run_1/registers.png
Drawn at 4 px/µm. Other sequential cells in the stronger gray, the rest of the logic in the fainter gray.
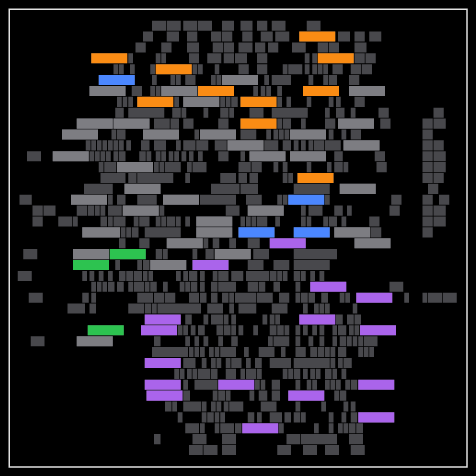
run_1/clock_map.png
Drawn at 2 px/µm.
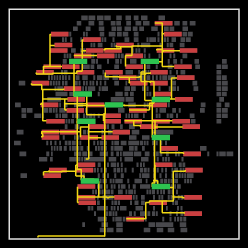
run_1/zoom.png
Region (76, 19) to (96, 39) µm. Cells in gray, sequential cells in the stronger gray; small squares are vias.
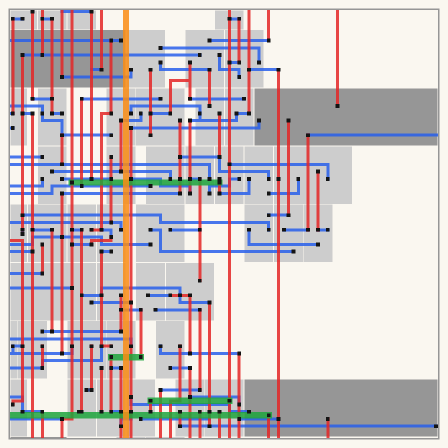
run_1/metal_stack.png
Drawn at 3 px/µm.
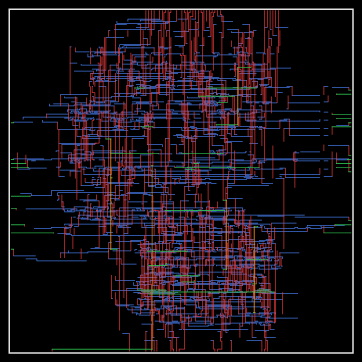
$ cat src/rtl/nl2_scrub_pkg.sv
// Shared types for the dbank scrub scheduler: FSM state encoding and the scrub work item.
`ifndef nl2_SRAM_BLOCK_ADDR_SIZE
`define nl2_SRAM_BLOCK_ADDR_SIZE 10
`endif

package nl2_scrub_pkg;

    // Widest bank select / block address an item can carry; narrower instances zero-pad.
    localparam int SCRUB_MAX_SRAM   = 4;
    localparam int SCRUB_MAX_ADDR_W = `nl2_SRAM_BLOCK_ADDR_SIZE;

    typedef enum logic [2:0] {
        IDLE,
        SEL,
        RD,
        RDW,
        SCR
    } scrub_sched_state_e;

    typedef struct packed {
        logic [SCRUB_MAX_SRAM-1:0]   bnk;
        logic [SCRUB_MAX_ADDR_W-1:0] addr;
        logic                        is_err;
    } scrub_item_t;

    function automatic scrub_item_t mk_item(input logic [SCRUB_MAX_SRAM-1:0]   bnk,
                                            input logic [SCRUB_MAX_ADDR_W-1:0] addr,
                                            input logic                        is_err);
        scrub_item_t it;
        it.bnk    = bnk;
        it.addr   = addr;
        it.is_err = is_err;
        return it;
    endfunction

endpackage

$ cat src/rtl/nl2_dbank_scrub_sched_if.sv
// Handshake bundle between the scrub scheduler (master) and ECC/read/scrub-control logic (slave).
interface nl2_dbank_scrub_sched_if #(
    parameter int N_SRAM          = 4,
    parameter int BLOCK_ADDR_SIZE = `nl2_SRAM_BLOCK_ADDR_SIZE,
    parameter int INTERVAL_W      = 16
);
    logic                       patrol_en;
    logic [INTERVAL_W-1:0]      patrol_intvl;

    logic                       err_valid;
    logic                       err_ready;
    logic [N_SRAM-1:0]          err_bnk;
    logic [BLOCK_ADDR_SIZE-1:0] err_addr;

    logic                       rd_req;
    logic                       rd_ack;
    logic [N_SRAM-1:0]          rd_bnk;
    logic [BLOCK_ADDR_SIZE-1:0] rd_addr;
    logic                       rd_done;

    logic                       req_scrub;
    logic                       req_ack;
    logic [N_SRAM-1:0]          req_bnk;
    logic [BLOCK_ADDR_SIZE-1:0] req_addr;

    logic                       sched_busy;
    logic                       sweep_done;

    modport master (
        input  patrol_en, patrol_intvl, err_valid, err_bnk, err_addr, rd_ack, rd_done, req_ack,
        output err_ready, rd_req, rd_bnk, rd_addr, req_scrub, req_bnk, req_addr, sched_busy, sweep_done
    );

    modport slave (
        output patrol_en, patrol_intvl, err_valid, err_bnk, err_addr, rd_ack, rd_done, req_ack,
        input  err_ready, rd_req, rd_bnk, rd_addr, req_scrub, req_bnk, req_addr, sched_busy, sweep_done
    );
endinterface

$ cat src/rtl/nl2_scrub_patrol_ptr.sv
// Patrol pointer: walks block addresses of one bank, then rotates to the next bank (one-hot).
module nl2_scrub_patrol_ptr #(
    parameter int N_SRAM = 4,
    parameter int ADDR_W = `nl2_SRAM_BLOCK_ADDR_SIZE
) (
    input  logic              clk,
    input  logic              rst_a,
    input  logic              adv_i,
    output logic [N_SRAM-1:0] bnk_o,
    output logic [ADDR_W-1:0] addr_o,
    output logic              sweep_done_o
);
    logic [N_SRAM-1:0] bnk_q, bnk_d;
    logic [ADDR_W-1:0] addr_q, addr_d;
    logic              sweep_q, sweep_d;
    logic              addr_wrap;

    assign addr_wrap = &addr_q;

    always_comb begin
        bnk_d   = bnk_q;
        addr_d  = addr_q;
        sweep_d = adv_i & addr_wrap & bnk_q[N_SRAM-1];
        if (adv_i) begin
            addr_d = addr_q + 1'b1;
            if (addr_wrap) bnk_d = {bnk_q[N_SRAM-2:0], bnk_q[N_SRAM-1]};
        end
    end

    always_ff @(posedge clk or posedge rst_a) begin
        if (rst_a) begin
            bnk_q   <= N_SRAM'(1);
            addr_q  <= '0;
            sweep_q <= 1'b0;
        end else begin
            bnk_q   <= bnk_d;
            addr_q  <= addr_d;
            sweep_q <= sweep_d;
        end
    end

    assign bnk_o        = bnk_q;
    assign addr_o       = addr_q;
    assign sweep_done_o = sweep_q;
endmodule

$ cat src/rtl/nl2_dbank_scrub_sched.sv
// Scrub scheduler: arbitrates held ECC-error items over timed patrol items, then sequences
// corrected-read and scrub-control handshakes for one item at a time.
module nl2_dbank_scrub_sched
    import nl2_scrub_pkg::*;
#(
    parameter int N_SRAM          = 4,
    parameter int BLOCK_ADDR_SIZE = `nl2_SRAM_BLOCK_ADDR_SIZE,
    parameter int INTERVAL_W      = 16
) (
    input  logic                   clk,
    input  logic                   rst_a,
    nl2_dbank_scrub_sched_if.master sched_if
);
    scrub_sched_state_e         state_q, state_d;
    scrub_item_t                cur_q, cur_d;
    logic                       hold_q, hold_d;
    logic [N_SRAM-1:0]          err_bnk_q;
    logic [BLOCK_ADDR_SIZE-1:0] err_addr_q;
    logic                       err_ready_q;
    logic [INTERVAL_W-1:0]      intvl_cnt_q, intvl_cnt_d;
    logic                       rd_req_q, req_scrub_q;
    logic                       err_cap, ptr_adv, next_sel;
    logic [N_SRAM-1:0]          ptr_bnk;
    logic [BLOCK_ADDR_SIZE-1:0] ptr_addr;

    assign err_cap = sched_if.err_valid & err_ready_q;

    nl2_scrub_patrol_ptr #(
        .N_SRAM (N_SRAM),
        .ADDR_W (BLOCK_ADDR_SIZE)
    ) u_ptr (
        .clk          (clk),
        .rst_a        (rst_a),
        .adv_i        (ptr_adv),
        .bnk_o        (ptr_bnk),
        .addr_o       (ptr_addr),
        .sweep_done_o (sched_if.sweep_done)
    );

    // The counter holds the number of idle cycles still owed, so the last idle cycle
    // (count 1) already selects; an interval of 0 chains straight from SCR into SEL.
    always_comb begin
        state_d     = state_q;
        cur_d       = cur_q;
        hold_d      = hold_q;
        intvl_cnt_d = intvl_cnt_q;
        ptr_adv     = 1'b0;
        next_sel    = 1'b0;
        unique case (state_q)
            IDLE: begin
                if (intvl_cnt_q != '0) intvl_cnt_d = intvl_cnt_q - 1'b1;
                if (hold_q || (sched_if.patrol_en && intvl_cnt_q[INTERVAL_W-1:1] == '0))
                    state_d = SEL;
            end
            SEL: begin
                cur_d   = hold_q ? mk_item(SCRUB_MAX_SRAM'(err_bnk_q), SCRUB_MAX_ADDR_W'(err_addr_q), 1'b1)
                                 : mk_item(SCRUB_MAX_SRAM'(ptr_bnk), SCRUB_MAX_ADDR_W'(ptr_addr), 1'b0);
                state_d = RD;
            end
            RD:  if (sched_if.rd_ack)  state_d = RDW;
            RDW: if (sched_if.rd_done) state_d = SCR;
            SCR: begin
                if (sched_if.req_ack) begin
                    if (cur_q.is_err) begin
                        hold_d   = 1'b0;
                        next_sel = sched_if.patrol_en && intvl_cnt_q == '0;
                    end else begin
                        ptr_adv     = 1'b1;
                        intvl_cnt_d = sched_if.patrol_intvl;
                        next_sel    = hold_q || (sched_if.patrol_en && sched_if.patrol_intvl == '0);
                    end
                    state_d = next_sel ? SEL : IDLE;
                end
            end
            default: state_d = IDLE;
        endcase
        if (err_cap) hold_d = 1'b1;
    end

    always_ff @(posedge clk or posedge rst_a) begin
        if (rst_a) begin
            state_q     <= IDLE;
            cur_q       <= '0;
            hold_q      <= 1'b0;
            err_bnk_q   <= '0;
            err_addr_q  <= '0;
            err_ready_q <= 1'b0;
            intvl_cnt_q <= '0;
            rd_req_q    <= 1'b0;
            req_scrub_q <= 1'b0;
        end else begin
            state_q     <= state_d;
            cur_q       <= cur_d;
            hold_q      <= hold_d;
            err_ready_q <= ~hold_d;
            intvl_cnt_q <= intvl_cnt_d;
            rd_req_q    <= (state_d == RD);
            req_scrub_q <= (state_d == SCR);
            if (err_cap) begin
                err_bnk_q  <= sched_if.err_bnk;
                err_addr_q <= sched_if.err_addr;
            end
        end
    end

    assign sched_if.err_ready  = err_ready_q;
    assign sched_if.rd_req     = rd_req_q;
    assign sched_if.rd_bnk     = cur_q.bnk[N_SRAM-1:0];
    assign sched_if.rd_addr    = cur_q.addr[BLOCK_ADDR_SIZE-1:0];
    assign sched_if.req_scrub  = req_scrub_q;
    assign sched_if.req_bnk    = cur_q.bnk[N_SRAM-1:0];
    assign sched_if.req_addr   = cur_q.addr[BLOCK_ADDR_SIZE-1:0];
    assign sched_if.sched_busy = (state_q != IDLE);

    // Items narrower than the package maximum keep their padding bits at zero.
    if (N_SRAM < SCRUB_MAX_SRAM) begin : g_bnk_pad
        a_bnk_pad: assert property (@(posedge clk) disable iff (rst_a)
            cur_q.bnk[SCRUB_MAX_SRAM-1:N_SRAM] == '0);
    end
    if (BLOCK_ADDR_SIZE < SCRUB_MAX_ADDR_W) begin : g_addr_pad
        a_addr_pad: assert property (@(posedge clk) disable iff (rst_a)
            cur_q.addr[SCRUB_MAX_ADDR_W-1:BLOCK_ADDR_SIZE] == '0);
    end
endmodule

$ cat src/flat_wrapper.sv
// flat-port wrapper written by rule: the top's interface ports become plain ports
module nl2_dbank_scrub_sched_flat import nl2_scrub_pkg::*;
#(
    parameter int N_SRAM          = 4,
    parameter int BLOCK_ADDR_SIZE = `nl2_SRAM_BLOCK_ADDR_SIZE,
    parameter int INTERVAL_W      = 16
)
  (clk, rst_a, sched_if_patrol_en, sched_if_patrol_intvl, sched_if_err_valid, sched_if_err_bnk, sched_if_err_addr, sched_if_rd_ack, sched_if_rd_done, sched_if_req_ack, sched_if_err_ready, sched_if_rd_req, sched_if_rd_bnk, sched_if_rd_addr, sched_if_req_scrub, sched_if_req_bnk, sched_if_req_addr, sched_if_sched_busy, sched_if_sweep_done);
  nl2_dbank_scrub_sched_if #(.N_SRAM(N_SRAM), .BLOCK_ADDR_SIZE(BLOCK_ADDR_SIZE), .INTERVAL_W(INTERVAL_W)) sched_if_i ();
  input  logic clk;
  input  logic rst_a;
  input wire logic [$bits(sched_if_i.patrol_en)-1:0] sched_if_patrol_en;
  input wire logic [$bits(sched_if_i.patrol_intvl)-1:0] sched_if_patrol_intvl;
  input wire logic [$bits(sched_if_i.err_valid)-1:0] sched_if_err_valid;
  input wire logic [$bits(sched_if_i.err_bnk)-1:0] sched_if_err_bnk;
  input wire logic [$bits(sched_if_i.err_addr)-1:0] sched_if_err_addr;
  input wire logic [$bits(sched_if_i.rd_ack)-1:0] sched_if_rd_ack;
  input wire logic [$bits(sched_if_i.rd_done)-1:0] sched_if_rd_done;
  input wire logic [$bits(sched_if_i.req_ack)-1:0] sched_if_req_ack;
  output wire logic [$bits(sched_if_i.err_ready)-1:0] sched_if_err_ready;
  output wire logic [$bits(sched_if_i.rd_req)-1:0] sched_if_rd_req;
  output wire logic [$bits(sched_if_i.rd_bnk)-1:0] sched_if_rd_bnk;
  output wire logic [$bits(sched_if_i.rd_addr)-1:0] sched_if_rd_addr;
  output wire logic [$bits(sched_if_i.req_scrub)-1:0] sched_if_req_scrub;
  output wire logic [$bits(sched_if_i.req_bnk)-1:0] sched_if_req_bnk;
  output wire logic [$bits(sched_if_i.req_addr)-1:0] sched_if_req_addr;
  output wire logic [$bits(sched_if_i.sched_busy)-1:0] sched_if_sched_busy;
  output wire logic [$bits(sched_if_i.sweep_done)-1:0] sched_if_sweep_done;
  assign sched_if_i.patrol_en = sched_if_patrol_en;
  assign sched_if_i.patrol_intvl = sched_if_patrol_intvl;
  assign sched_if_i.err_valid = sched_if_err_valid;
  assign sched_if_i.err_bnk = sched_if_err_bnk;
  assign sched_if_i.err_addr = sched_if_err_addr;
  assign sched_if_i.rd_ack = sched_if_rd_ack;
  assign sched_if_i.rd_done = sched_if_rd_done;
  assign sched_if_i.req_ack = sched_if_req_ack;
  assign sched_if_err_ready = sched_if_i.err_ready;
  assign sched_if_rd_req = sched_if_i.rd_req;
  assign sched_if_rd_bnk = sched_if_i.rd_bnk;
  assign sched_if_rd_addr = sched_if_i.rd_addr;
  assign sched_if_req_scrub = sched_if_i.req_scrub;
  assign sched_if_req_bnk = sched_if_i.req_bnk;
  assign sched_if_req_addr = sched_if_i.req_addr;
  assign sched_if_sched_busy = sched_if_i.sched_busy;
  assign sched_if_sweep_done = sched_if_i.sweep_done;
  nl2_dbank_scrub_sched #(.N_SRAM(N_SRAM), .BLOCK_ADDR_SIZE(BLOCK_ADDR_SIZE), .INTERVAL_W(INTERVAL_W)) u_core (.clk(clk), .rst_a(rst_a), .sched_if(sched_if_i));
endmodule
$ cat config.mk
export PLATFORM = sky130hd
export DESIGN_NAME = nl2_dbank_scrub_sched_flat
export DESIGN_NICKNAME = d
export VERILOG_FILES = /design/src/rtl/nl2_scrub_pkg.sv /design/src/rtl/nl2_dbank_scrub_sched_if.sv /design/src/rtl/nl2_scrub_patrol_ptr.sv /design/src/rtl/nl2_dbank_scrub_sched.sv /design/src/flat_wrapper.sv
export SDC_FILE = /design/constraint.sdc
export NUM_CORES = 1
export LEC_CHECK = 0
export ABC_AREA = 1
export CORE_MARGIN = 1
export CORE_UTILIZATION = 30
export DETAILED_ROUTE_END_ITERATION = 8
export GPL_TIMING_DRIVEN = 0
export HOLD_SLACK_MARGIN = 0.12
export PLACE_DENSITY_LB_ADDON = 0.3
export SLEW_MARGIN = 20
export SYNTH_ARGS = -nofsm -noshare
export SYNTH_HDL_FRONTEND = slang
export SYNTH_HIERARCHICAL = 1
export SYNTH_SLANG_ARGS = --single-unit
$ cat constraint.sdc
create_clock -name clk -period 1.6 [get_ports clk]
set_input_delay 0.4 -clock clk [delete_from_list [all_inputs] [get_ports clk]]
set_output_delay 0.4 -clock clk [all_outputs]
set_load 0.005 [all_outputs]
==> impl_metrics.toml, run 1 <==
# yosys + openroad results
[status]
status = "finished with violations"
violations = "setup timing"

[routing]
drcViolationCount = 0
vias_per_cell = 4.429
top_layer = "met4"

[yosys]
ys_cells = 494
synth_nets = 534
edf_count = 0
aoi_share_pct = 8.466
ys_sh_adder_pct = 0.9960
async_flop_share_pct = 100.0

[critical_path]
reg2regPathDepth = 11
path_depth = 11
critPathRequiredTime_ns = 1.81
crit_end = "u_core/u_ptr/bnk_o[1]$_DFFE_PP0P_"
setup.worst_path.class = "flip-flop to flip-flop"
r2r_end = "u_core/u_ptr/bnk_o[1]$_DFFE_PP0P_"
critPathMostFrequentCell = "nand2_4"
slowest_stage = "dfrtp_1"
path_cells = "nor2_2 > buf_4 > nand2_4 > inv_4 > nand2_4 > inv_6 > nand2_4 > nor2_8 > nand3_4 > nand2_1 > o21ai_1"

[sta]
setup_ws_ns = -0.01184
hold_viol = 0
timing.setup.tns_ns = -0.01345
rsz0062_at_grt = "true"
setup_violations = 2
slew_violations = 0
relSlewSlack_pct = 58.68

[cells_and_area]
final-clk-cell-share_pct = 6.164
sh_comb_area_pct = 31.68
post-route-util_pct = 44.08
inv_count = 48
nMultiInputCombCells = 338
layout.nets = 650

[floorplan]
design.core.area_mm2 = 0.01211
rows = 40
initial_core_util_pct = 31.12

[worst_hold_path]
hold_class = "input port to flip-flop"

[job]
cap_violations = 0
warnings = 29

[cts]
numCtsBuffers = 9

[power]
totalPowerFinal_mw = 9.911
p_seq_share_pct = 29.0

[global_routing]
met2_usage_pct = 24.85
About registers.png:
[`u_core/err_addr_q`] orange | placed flops: 10 | where: top middle
[`u_core/err_bnk_q`] blue | placed flops: 4
[`u_core/intvl_cnt_q`] purple | placed flops: 16
[`u_core/state_q`] green | placed flops: 3
register share of the cell area: 31.43%
sequential power: 2.87 mW

About clock_map.png:
[cells driving clock nets] green | count: 9
[clock wires] yellow | length: 948 µm
[flip-flops] red | count: 67
routed clock nets: 10
Latency at later pin: 0.33 ns
Clock power frac: 21.8%
clock-net power: 2.16 mW

About zoom.png:
[met4] orange
[met1] blue
[met2] red
[met3] green
cells with their middle in the window: 39
sequential cells in the window: 3
most frequent: nand2_1 (14), nor2_1 (7)
netlist names of flops here include: `u_core/intvl_cnt_q` (3)

About metal_stack.png:
[met2] red | wire length: 4700 µm
[met3] green | wire length: 370 µm
[met4] orange | wire length: 169 µm
[met1] blue | wire length: 4910 µm
WL/cell: 12.96 µm
final wirelength: 10150 µm

run_1/final_congestion.png
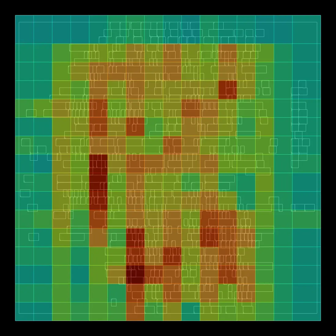

## Run 2: what changed since run 1
GPL_TIMING_DRIVEN = default   (was 0)
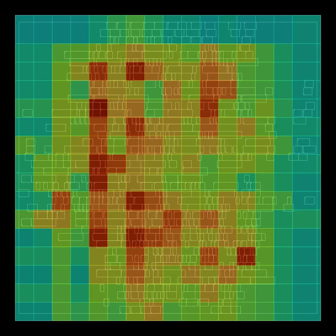
run_2/final_congestion.png
busiest grt layer: met2
WL/cell: 13.00 µm
met2 usage: 24.73%
met1 usage: 23.20%

==> run 2 against run 1 <==
Via count shrank 0.95%. Sequential power decreased by 1%. The run still ends with setup timing left. Final area is 1.6% higher. Fmax rose by 0.45%. Sequential cell count did not move. Combinational power down 4%. Critical path type unchanged. Clock-buffer cell count fell by 3. First-iteration DRC count shrank 24%. Synthesized area is the same. Register-to-register slack is essentially flat. Synthesized cell count stayed put.
==> impl_metrics.toml, run 2 <==
# yosys + openroad results
[status]
status = "finished with violations"
violations = "setup timing"

[yosys]
yosysWarnings = 6
synth_nets = 534
ys_cells = 494
topCellsByArea = "dfrtp_1 (44%), nand2_1 (17%), buf_4 (5.6%), nor2_1 (5.6%), inv_1 (4.5%)"
ys_sh_adder_pct = 0.9960
synth_seq_share_pct = 44.52
ys_types = 33
aoi_share_pct = 8.466
edf_count = 0
async_flop_share_pct = 100.0

[sta]
setup_ws_ns = -0.004674
slew_violations = 0
relSlewSlack_pct = 78.67
finClkSkew_ns = 0.005054
timing.setup.tns_ns = -0.004674
setup_violations = 1
hold_viol = 0
rsz0062_at_grt = "true"

[routing]
vias = 3435
top_layer = "met4"
vias_per_cell = 4.427
drcViolationCount = 0
totalWireLength_um = 10090

[cells_and_area]
sh_comb_area_pct = 32.60
final-clk-cell-share_pct = 5.972
inv_count = 48
layout.nets = 643
largest_reg_flops = 16
buffers = 138
post-route-util_pct = 44.80
fin_area_mm2 = 0.005426
nMultiInputCombCells = 339
fillers = 1224

[power]
powerClk_mw = 2.14
comb_power_share_pct = 48.5
pwr-share-clk_pct = 22.2
p_seq_share_pct = 29.3
seq_cell_power_mw = 2.83
totalPowerFinal_mw = 9.655

[job]
warnings = 29
cap_violations = 0

[critical_path]
critPathRequiredTime_ns = 1.81
path_depth = 12
slowest_stage = "dfrtp_1"
r2r_end = "u_core/intvl_cnt_q[11]$_DFFE_PP0P_"
crit_end = "u_core/intvl_cnt_q[11]$_DFFE_PP0P_"
path_cells = "inv_2 > ha_4 > inv_2 > nor2_1 > nand2_1 > nor2_4 > nand2_4 > nand2_8 > nand2_8 > buf_6 > nand3_2 > o21ai_1"
critPathMaxStageDelay_ns = 0.39
reg2regPathDepth = 12
setup.worst_path.class = "flip-flop to flip-flop"

[floorplan]
initial_core_util_pct = 31.12
chip_area_mm2 = 0.01301
design.core.area_mm2 = 0.01211
rows = 40

[cts]
cts_buffer_depth = 2
root_buffer = "clkbuf_16"
numCtsBuffers = 9
clock_latency_ns = 0.32
cts.sinks = 67

[global_routing]
grt_pass1_vias = 3320

[worst_hold_path]
hold_class = "input port to asynchronous set/reset pin"

[place]
numPlacedInstances = 737
Power is estimated from default activity; no workload was simulated.
